==> config.mk <==
export PLATFORM = sky130hd
export DESIGN_NAME = pipe_stage_reg
export DESIGN_NICKNAME = d
export VERILOG_FILES = /design/src/rtl/pipe_stage_reg.sv
export SDC_FILE = /design/constraint.sdc
export NUM_CORES = 1
export LEC_CHECK = 0
export CORE_MARGIN = 2
export CORE_UTILIZATION = 30
export CTS_CLUSTER_SIZE = 12
export DETAILED_ROUTE_END_ITERATION = 8
export GPL_TIMING_DRIVEN = 0
export SYNTH_ARGS = -nofsm -noshare
export SYNTH_HDL_FRONTEND = slang
export SYNTH_SLANG_ARGS = --single-unit
==> constraint.sdc <==
create_clock -name clk -period 2.4 [get_ports clk]
set_input_delay 0.24 -clock clk [delete_from_list [all_inputs] [get_ports clk]]
set_output_delay 0.24 -clock clk [all_outputs]
set_load 0.1 [all_outputs]
==> src/rtl/pipe_stage_reg.sv <==
// pipe_stage_reg: inter-stage pipeline register with valid/ready handshake,
// a one-entry skid buffer, flush/bubble insertion and a saturating counter
// of stalled cycles. Control and data bundles are carried opaquely.
module pipe_stage_reg #(
    parameter int                CTRL_W      = 16,
    parameter int                DATA_W      = 101,
    parameter logic [CTRL_W-1:0] BUBBLE_CTRL = {CTRL_W{1'b0}},
    parameter int                CNT_W       = 16
) (
    input  logic              clk,
    input  logic              rst,
    input  logic              flush,
    input  logic              in_valid,
    output logic              in_ready,
    input  logic [CTRL_W-1:0] in_ctrl,
    input  logic [DATA_W-1:0] in_data,
    output logic              out_valid,
    input  logic              out_ready,
    output logic [CTRL_W-1:0] out_ctrl,
    output logic [DATA_W-1:0] out_data,
    output logic [CNT_W-1:0]  stall_cnt
);

    typedef enum logic [1:0] {
        EMPTY = 2'd0,
        HALF  = 2'd1,
        FULL  = 2'd2
    } state_t;

    localparam logic [CNT_W-1:0] CNT_MAX = {CNT_W{1'b1}};

    state_t            state;
    logic [CTRL_W-1:0] main_ctrl;
    logic [DATA_W-1:0] main_data;
    logic [CTRL_W-1:0] skid_ctrl;
    logic [DATA_W-1:0] skid_data;
    logic [CNT_W-1:0]  cnt;
    logic              accept;
    logic              consume;

    // Handshake flags are pure decodes of the state register, so the
    // upstream ready never depends on downstream ready combinationally.
    assign out_valid = (state != EMPTY);
    assign in_ready  = (state != FULL);
    assign accept    = in_valid & in_ready;
    assign consume   = out_valid & out_ready;

    assign out_ctrl  = main_ctrl;
    assign out_data  = main_data;
    assign stall_cnt = cnt;

    // Occupancy state machine: main register feeds the outputs, the skid
    // register catches the one entry accepted while downstream stalled.
    always_ff @(posedge clk) begin
        if (!rst) begin
            state     <= EMPTY;
            main_ctrl <= BUBBLE_CTRL;
            main_data <= '0;
            skid_ctrl <= '0;
            skid_data <= '0;
        end else if (flush) begin
            // Data registers keep their contents; only control is bubbled.
            state     <= EMPTY;
            main_ctrl <= BUBBLE_CTRL;
        end else begin
            case (state)
                EMPTY: begin
                    if (accept) begin
                        main_ctrl <= in_ctrl;
                        main_data <= in_data;
                        state     <= HALF;
                    end else begin
                        main_ctrl <= BUBBLE_CTRL;
                    end
                end
                HALF: begin
                    if (accept && consume) begin
                        main_ctrl <= in_ctrl;
                        main_data <= in_data;
                    end else if (accept) begin
                        skid_ctrl <= in_ctrl;
                        skid_data <= in_data;
                        state     <= FULL;
                    end else if (consume) begin
                        main_ctrl <= BUBBLE_CTRL;
                        state     <= EMPTY;
                    end
                end
                FULL: begin
                    // No accept possible here, so the skid entry always
                    // moves to main before any newer input.
                    if (consume) begin
                        main_ctrl <= skid_ctrl;
                        main_data <= skid_data;
                        state     <= HALF;
                    end
                end
                default: begin
                    state     <= EMPTY;
                    main_ctrl <= BUBBLE_CTRL;
                end
            endcase
        end
    end

    // Saturating count of cycles where a valid entry is held back by
    // downstream; flush cycles are not counted and only reset clears it.
    always_ff @(posedge clk) begin
        if (!rst) begin
            cnt <= '0;
        end else if (out_valid && !out_ready && !flush && (cnt != CNT_MAX)) begin
            cnt <= cnt + CNT_W'(1);
        end
    end

endmodule

==> reports/metrics.cfg, run 1 <==
[yosys]
synth.logic.top_family = AND-OR/OR-AND gates
yosys_area_um2 = 10770
post_synth_inst_count = 1160
yosysTopAreaCell = dfxtp_1

[global_route]
grtUsageTotal_pct = 18.49
overflow = 0
largest_net_degree_at_the_start_of_global_routing = 15
global_route.peak_usage_layer = met2

[final_layout]
combinational_share_of_cell_area_pct = 35.36
area_growth_pct = 37.50
layout.filler_cells = 3538
n_all_buffers = 372
dominant_cells = multi-input combinational cells
finish.net_count = 1568
layout-drive-gt1-share_pct = 13.11

[clock_network]
htree_num_levels = 1
cts_hold_buffers_added = 1
max-clock-path-buffers = 3
cell_at_the_root_of_the_clock_tree = clkbuf_16
clock-sinks = 252

[setup_path]
crit_path_cell_trace = clkdlybuf4s50_1
slowest_delay_ns = 1.21

[power_and_ir_drop]
combinationalPowerShare_pct = 20.2
power_top_consumer = registers
netSwitchingFraction_pct = 31.18
clock_net_power_uw = 4150

[sta]
finalSetupTns_ns = 0
timing_max_transition_violations_final = 0
rsz0062_at_grt = false
finalCritPeriodShare_pct = 97.48

[place]
placed_cells_incl_taps = 1874
gpl_wtd_cong = 0.8230

[die]
std_cell_rows = 69

[drt]
post_drt_via_cell_ratio = 5.077
wl_cell_um = 18.61
route.vias.total = 9788
first_iter_violations = 574

[outcome]
outcome = completed

[job]
maxCapViolations = 0

==> run 1: path summary, 6_finish.rpt <==
path         cells after the start  slack [ns]                       from                   endpoint
min                              4        0.21                      flush  stall_cnt[1]$_SDFFE_PN0P_
max reg2reg                      7        0.20      state[0]$_SDFFE_PP0P_  out_data[68]$_SDFFE_PN0P_
min reg2reg                      2        0.45  skid_data[9]$_SDFFE_PN0P_  skid_data[9]$_SDFFE_PN0P_
max                              1        0.06  out_data[67]$_SDFFE_PN0P_               out_data[67]
==> run 1: state kept, by name, indices dropped and copies added (netlist names) <==
signal and flops:
stall_cnt 16, out_ctrl 16, out_data 101, skid_data 101, state 2, skid_ctrl 16
==> run 1: metrics by stage <==
stage | area (µm²) | hold slack [ns] | setup slack (ns)
2_1_floorplan | 10780 | 0.3760 | -0.05192
3_3_place_gp | 13890 | 0.4390 | -0.5491
3_5_place_dp | 13890 | 0.4450 | -0.5565
4_1_cts | 14770 | 0.1935 | 0.001284
5_1_grt | 14810 | 0.2438 | 0.007260
6_report | 14810 | 0.2096 | 0.06049
==> run 1: cell families (layout without fill, tap and decap cells) <==
kind of cell,count (synthesis),in the layout
AND/OR/NAND/NOR,312,312
buffers and inverters,122,427
other,0,2
AND-OR/OR-AND,371,371
multiplexers,102,102
flip-flops,252,252
adder cells (fa/ha/maj),1,1
==> run 1: cell usage after synthesis, drive strengths merged (2+ instances only) <==
library cell	number
dfxtp	252
nand2	243
a21oi	129
mux2	101
o21bai	101
o311a	101
clkbuf	80
buf	38
nor2	22
a222oi	16
o21ai	7
o31ai	7
or3	7
or4	7
nand3	6
nand2b	5
nand4	5
inv	4
nor3	4
nor4	4
a31oi	3
and3	2
o211ai	2
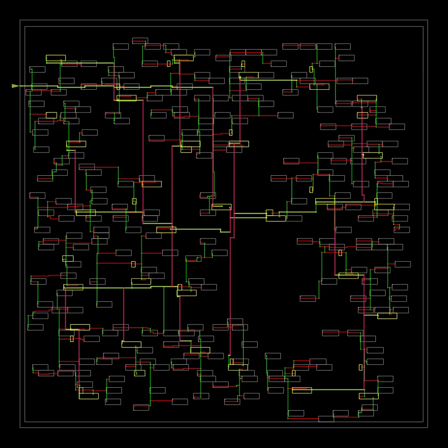
Fig. 1. Clock wiring as the flow saved it (run 1).
Max Clock Skew: 0.009717 ns
final-layout clock buffer total: 46
clock buffers created by TritonCTS: 29
Seq Cell Count: 252
clock network latency to the later pin of the worst-skew pair: 0.56 ns

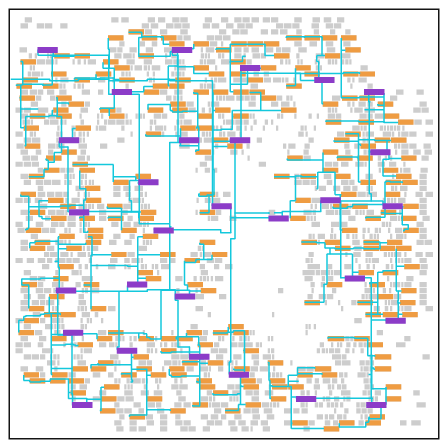
Fig. 2. Clock distribution (run 1).
[cyan] clock wires | length: 3760 µm
[orange] flip-flops | count: 252
[purple] clock drivers | count: 29
flops lie: spread over the die

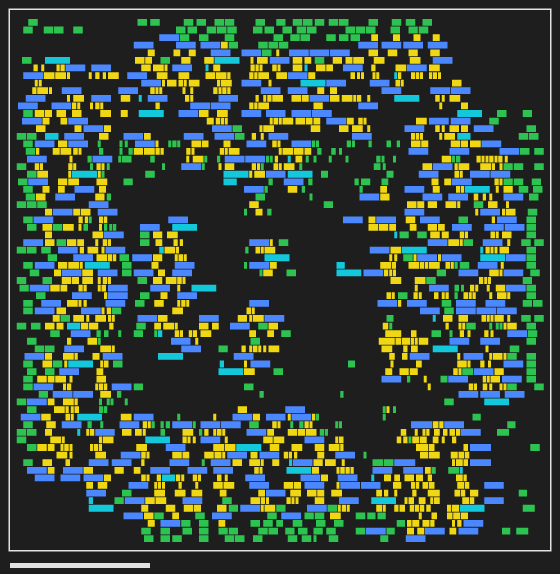
Fig. 3. Cell classes on the final placement (run 1).
The bar under the picture is 50 µm long.
| color | class | cells |
|---|---|---|
| yellow | combinational and other logic | 790 |
| blue | flops | 252 |
| cyan | clock drivers and dummy loads | 51 |
| green | other buffers and delay cells | 372 |

==> run 2, diff against run 1 <==
- GPL_ROUTABILITY_DRIVEN: default -> 0
- SKIP_LAST_GASP: default -> 1
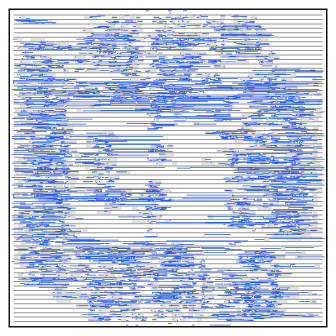
Fig. 4. Met1 routing (run 2).
Supply wires on this layer in gray.
longest straight run: 58.2 µm
main direction: horizontal
nets with wire on the layer: 1447

==> run 2 against run 1 <==
  * Critical path depth grew 2
  * Sequential share of layout area hardly changed
  * Die size unchanged
  * Routed wire length increased by 0.11%
  * Non-clock buffer count unchanged
  * Register-to-register slack better by 0.02 ns
  * Clock power about the same
  * Worst hold slack lost 0.0016 ns
  * Count of clock-buffer cells in the layout unchanged
  * Total power is essentially flat
  * Sequential power about the same
  * Largest cell class unchanged
==> reports/metrics.cfg, run 2 <==
[clock_network]
cell_at_the_root_of_the_clock_tree = clkbuf_16
cts_resized = 24
cts_made_buffers = 29  ; unchanged
clock-sinks = 252  ; unchanged
max-clock-path-buffers = 3  ; unchanged
cts_hold_buffers_added = 1  ; unchanged
htree_num_levels = 1  ; unchanged
clock.latency.late_pin_ns = 0.56  ; about the same

[yosys]
yosys-top-cells-count = dfxtp_1, nand2_1, a21oi_1
netlist-cell-type-count = 45
top_cell = dfxtp_1
yosysTopAreaCell = dfxtp_1
post_synth_inst_count = 1160  ; unchanged
yosys_area_um2 = 10770  ; unchanged
ys_seq_share_pct = 46.83

[global_route]
global_route.peak_usage_layer = met2
overflow = 0  ; unchanged
largest_net_degree_at_the_start_of_global_routing = 15  ; unchanged
grtUsageTotal_pct = 18.49  ; unchanged

[drt]
wl_cell_um = 18.63  ; +0.11%
route.vias.total = 9777  ; -0.11%
first_iter_violations = 554  ; -3.5%
post_drt_via_cell_ratio = 5.071  ; -0.11%

[sta]
finalCritPeriodShare_pct = 98.18  ; +0.70 points
finalCriticalPeriod_ns = 2.356
rsz0062_at_grt = true
timing_max_transition_violations_final = 0  ; unchanged
clock_skew_ns = 0.01023  ; +0.0005091 ns

[setup_path]
crit_path_cell_trace = nand2b_1 -> clkdlybuf4s18_2 -> buf_4
slowest_delay_ns = 0.44  ; -0.77 ns

[final_layout]
finished_layout_cell_area_um2 = 14810  ; about the same
layout-drive-gt1-share_pct = 13.11  ; unchanged
area_growth_pct = 37.52  ; about the same
layout.filler_cells = 3537  ; -0.028%
finish.net_count = 1568  ; unchanged

[die]
io-pin-count = 257
std_cell_rows = 69  ; unchanged

[power_and_ir_drop]
combinationalPowerShare_pct = 20.2  ; about the same
clock_net_power_uw = 4160  ; about the same
switching_power_uw = 3352
power_top_consumer = registers
netSwitchingFraction_pct = 31.21  ; about the same

[place]
dpl-instance-area_um2 = 13890  ; unchanged

[min_path]
hold_path_class = input port to register

[outcome]
outcome = completed

[job]
maxCapViolations = 0  ; unchanged

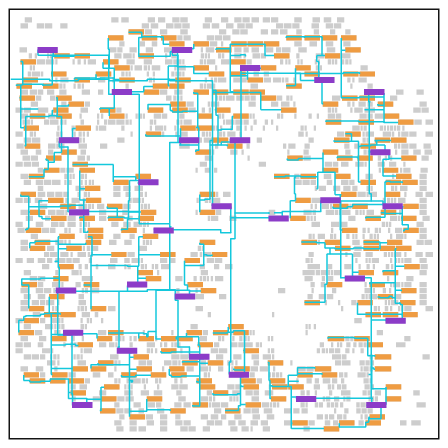
Fig. 5. Clock distribution (run 2).
[cyan] clock wires | length: 3780 µm
[purple] clock drivers | count: 29
[orange] flip-flops | count: 252
routed clock nets: 30
flops lie: spread over the die

-- run 2: cell counts after synthesis --
Identical to the previous run, type by type.
-- run 2: logic make-up after synthesis --
family                     count (synthesis)  synth area share, %
muxes                                    102                10.65
DFF                                      252                46.83
adders and majority gates                  1               0.1161
and+or+nand+nor                          312                12.19
AOI/OAI and AO/OA                        371                25.43
buffers and inverters                    122                4.786
-- run 2: final cells by class --
class	instances	area [µm²]	area share [%]
clock buffers	46	839.6	5.668
diodes	2	5.005	0.03379
well taps	461	576.8	3.894
repair buffers	256	2552	17.23
inverters	4	15.01	0.1014
plain buffers	116	508.0	3.429
multi-input cells	786	5238	35.36
flip-flops and latches	252	5050	34.09
clock inverters	5	28.78	0.1943
-- run 2: stage by stage --
step / hold slack (ns) / cells / setup slack, ns / TNS, ns / utilization, %
after floorplan: 0.3760 / 1160 / -0.05192 / -0.05192 / -
after detailed placement: 0.4450 / 1874 / -0.5565 / -46.75 / 39.16
after CTS: 0.1935 / 1925 / -0.1368 / -0.1368 / 41.64
final: 0.2080 / 1928 / 0.04362 / 0 / 41.75
after global placement: 0.4390 / 1874 / -0.5491 / -43.92 / 39.16
after global routing: 0.2438 / 1928 / -0.1231 / -0.1231 / 41.75
-- run 2: path summary, 6_finish.rpt --
path,slack (ns),depth (start not counted),startpoint,end
worst max register to register,0.22,7,state[0]$_SDFFE_PP0P_,out_data[68]$_SDFFE_PN0P_
worst min-delay path,0.21,4,flush,stall_cnt[1]$_SDFFE_PN0P_
worst max-delay path,0.04,3,state[0]$_SDFFE_PP0P_,in_ready
worst min register to register,0.45,2,skid_data[9]$_SDFFE_PN0P_,skid_data[9]$_SDFFE_PN0P_
==> run 3, diff against run 2 <==
- clock period: 2.4 -> 2.35 ns (I/O delays scaled with it)
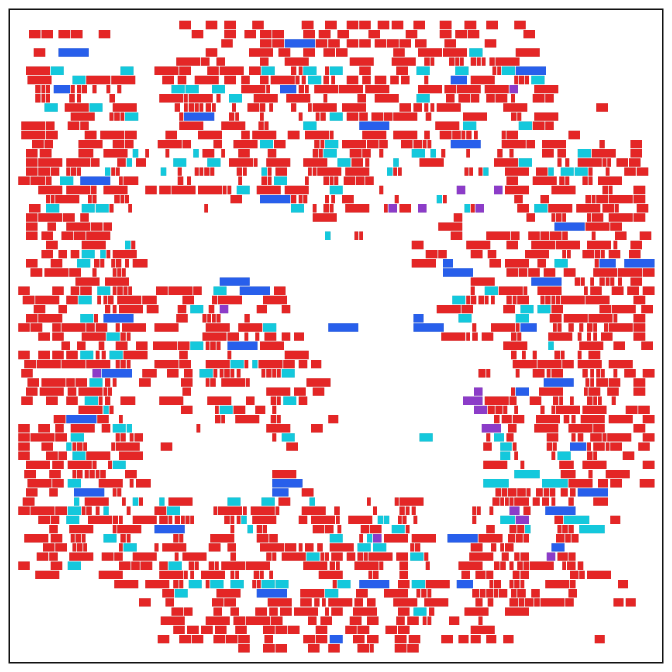
Fig. 6. Cells by drive strength (run 3).
| color | size | cells | share |
|---|---|---|---|
| cyan | _2 cells | 144 | 9.8% |
| purple | _3 and _4 cells | 16 | 1.1% |
| blue | _6 and larger | 42 | 2.9% |
| red | _0 and _1 cells | 1264 | 86% |

==> run 3 against run 2 <==
  * Sequential power increased by 2%
  * First-iteration DRC count increased by 16%
  * Count of clock-buffer cells in the layout decreased by 4
  * Combinational power increased by 2%
  * Routed wire length decreased by 0.66%
  * Register-to-register slack got worse by 0.03 ns
  * Core utilization increased by 0.21 points
  * Die size unchanged
  * Sequential share of layout area decreased by 0.16 points
  * Critical endpoint is now out_data[70]
  * Largest cell class unchanged
  * Largest power group unchanged
==> reports/metrics.cfg, run 3 <==
[clock_network]
max-clock-path-buffers = 3  ; unchanged
cell_at_the_root_of_the_clock_tree = clkbuf_16
cts_made_buffers = 29  ; unchanged
clock.latency.late_pin_ns = 0.56  ; about the same
htree_num_levels = 1  ; unchanged
clock-sinks = 252  ; unchanged

[final_layout]
n_antenna_cell = 1  ; -1
final_cell_count_no_fill = 1928  ; unchanged
finished_layout_cell_area_um2 = 14890  ; +0.51%
n_sequential_cell = 252  ; unchanged
n_all_buffers = 372  ; unchanged
bufAreaShareNonClock_pct = 20.69  ; +0.030 points
combinational_share_of_cell_area_pct = 35.20  ; -0.16 points
area_growth_pct = 38.22
n_clock_buffer = 42  ; -8.7%
comb_cells = 786  ; unchanged
dominant_cells = multi-input combinational cells
finalCoreUtilization_pct = 41.96  ; +0.21 points
seq-cell-share_pct = 33.93  ; -0.16 points
layout-drive-gt1-share_pct = 13.78  ; +0.67 points
finish.net_count = 1568  ; unchanged
final-seq-area_um2 = 5051  ; about the same
layout.filler_cells = 3487  ; -1.4%
layout.clock.cell_area_share_pct = 6.194  ; +0.33 points
inverters_excl_clock = 4  ; unchanged

[place]
placed_cells_incl_taps = 1874  ; unchanged
post-place-ws_ns = -0.6381  ; -0.08163 ns
dpl-instance-area_um2 = 13890  ; about the same

[setup_path]
bufs_and_invs_on_worst_path = 1
r2r_end = out_data[57]$_SDFFE_PN0P_
slowest_delay_ns = 1.18  ; +0.74 ns
rrSetupSlack_ns = 0.19  ; -0.03 ns
crit_path_end_kind = output port
crit_cells = 1  ; -2
worstSetupEndpoint = out_data[70]
regToRegStartpoint = state[0]$_SDFFE_PP0P_
crit_path_cell_trace = clkdlybuf4s50_1
critPathLaunchType = register
timing.critical_path.max_delay_family = buffers and inverters
timing.reg2reg.worst_path_depth = 7  ; unchanged
startpoint = out_data[70]$_SDFFE_PN0P_

[yosys]
enable_flop_cells = 0
yosys_area_um2 = 10770  ; unchanged
top_cell = dfxtp_1
yosysTopAreaCell = dfxtp_1
ys_async_sr_fraction_pct = 0
netlist-cell-type-count = 45  ; unchanged
ys_seq_share_pct = 46.83  ; unchanged
yosys-top-cells-count = dfxtp_1, nand2_1, a21oi_1
post_synth_inst_count = 1160  ; unchanged

[sta]
finalCriticalPeriod_ns = 2.309
finalCritPeriodShare_pct = 98.26
max_freq_mhz = 433.1
timing_max_transition_violations_final = 0  ; unchanged
fin_ws_ns = 0.04090  ; -0.002724 ns
fin_hold_ws_ns = 0.2226  ; +0.01465 ns
rsz0062_at_grt = false
clock_skew_ns = 0.01937  ; +0.009143 ns
finalSetupTns_ns = 0  ; unchanged
report.final.setup_viol = 0

[die]
io-pin-count = 257  ; unchanged
tap-cell-count = 461  ; unchanged
die_h_um = 193.5
chipWidth_um = 193.5
std_cell_rows = 69  ; unchanged

[global_route]
overflow = 0  ; unchanged
grtUsageTotal_pct = 18.36  ; -0.13 points
largest_net_degree_at_the_start_of_global_routing = 15  ; unchanged

[outcome]
outcome = completed

[drt]
route.vias.total = 9852  ; +0.77%
first_iter_violations = 640  ; +16%
drtPass1Iterations = 6
wl_cell_um = 18.50  ; -0.66%
post_drt_via_cell_ratio = 5.110  ; +0.77%

[job]
maxCapViolations = 0  ; unchanged

[min_path]
hold_path_class = input port to register

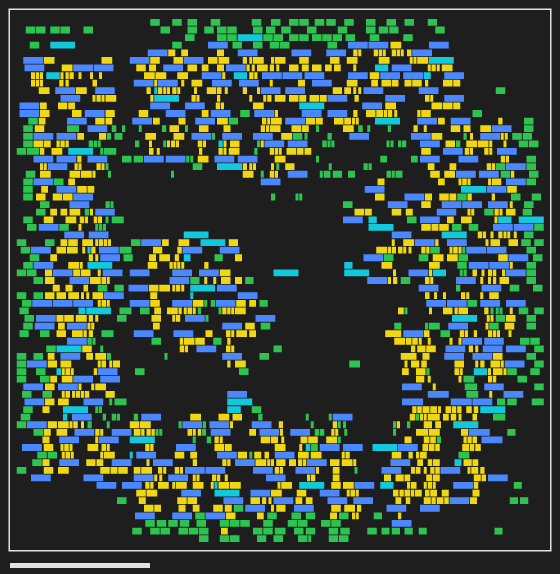
Fig. 7. Cell classes on the final placement (run 3).
The bar under the picture is 50 µm long.
| color | class | cells |
|---|---|---|
| cyan | clock drivers and dummy loads | 52 |
| yellow | combinational and other logic | 790 |
| green | other buffers and delay cells | 372 |
| blue | flops | 252 |

-- run 3: per-layer routing --
layer	share of wire (%)	track usage [%]	up-vias	routed length, µm
met5	0.045	0	-	16
met4	2.4	4.750	2	861
met3	7.0	4.603	53	2503
met2	46	29.14	295	16300
met1	45	24.88	4701	16000
li1	-	-	4801	-
-- run 3: how the worst min path moves through the flow --
stage	slack, ns	startpoint	cells after the start	to
finish	0.22	flush	4	stall_cnt[1]$_SDFFE_PN0P_
global route	0.26	in_data[100]	3	skid_data[100]$_SDFFE_PN0P_
CTS	0.21	flush	4	stall_cnt[1]$_SDFFE_PN0P_
detailed placement	0.44	out_ready	2	state[1]$_SDFFE_PP0P_
global placement	0.44	out_ready	2	state[1]$_SDFFE_PP0P_
floorplan	0.37	in_ctrl[0]	2	skid_ctrl[0]$_SDFFE_PN0P_
-- run 3: cell families after synthesis --
group	count (synthesis)	share of synthesized area [%]
and+or+nand+nor	312	12.19
AOI/OAI and AO/OA	371	25.43
buffers and inverters	122	4.786
DFF	252	46.83
muxes	102	10.65
adders and majority gates	1	0.1161
-- run 3: worst register-to-register path, delay by kind of cell (launching register included) --
family	cells	cell delay [ns]
buffers and inverters	3	0.86
AND-OR/OR-AND	3	0.51
flip-flops	1	0.44
AND/OR/NAND/NOR	1	0.23
-- run 3: repair_timing --
| item | CTS | global route |
|---|---|---|
| setup endpoints to repair | 244 | 136 |
| pin swaps | 1 | 0 |
| hold buffers | 1 | 0 |
| endpoints found under the hold margin | 1 | 0 |
| gates cloned | 0 | 0 |
| gates resized | 32 | 19 |
| buffers inserted | 2 | 0 |
-- run 3: power by group --
group	leakage (µW)	switching [µW]	total, µW	internal [µW]
Combinational	0.00297	1520	2210	695
Clock	0.000446	1840	4360	2520
Sequential	0.00205	83.3	4510	4430
Total	0.00547	3440	11100	7640
Power is estimated from default activity; no workload was simulated.
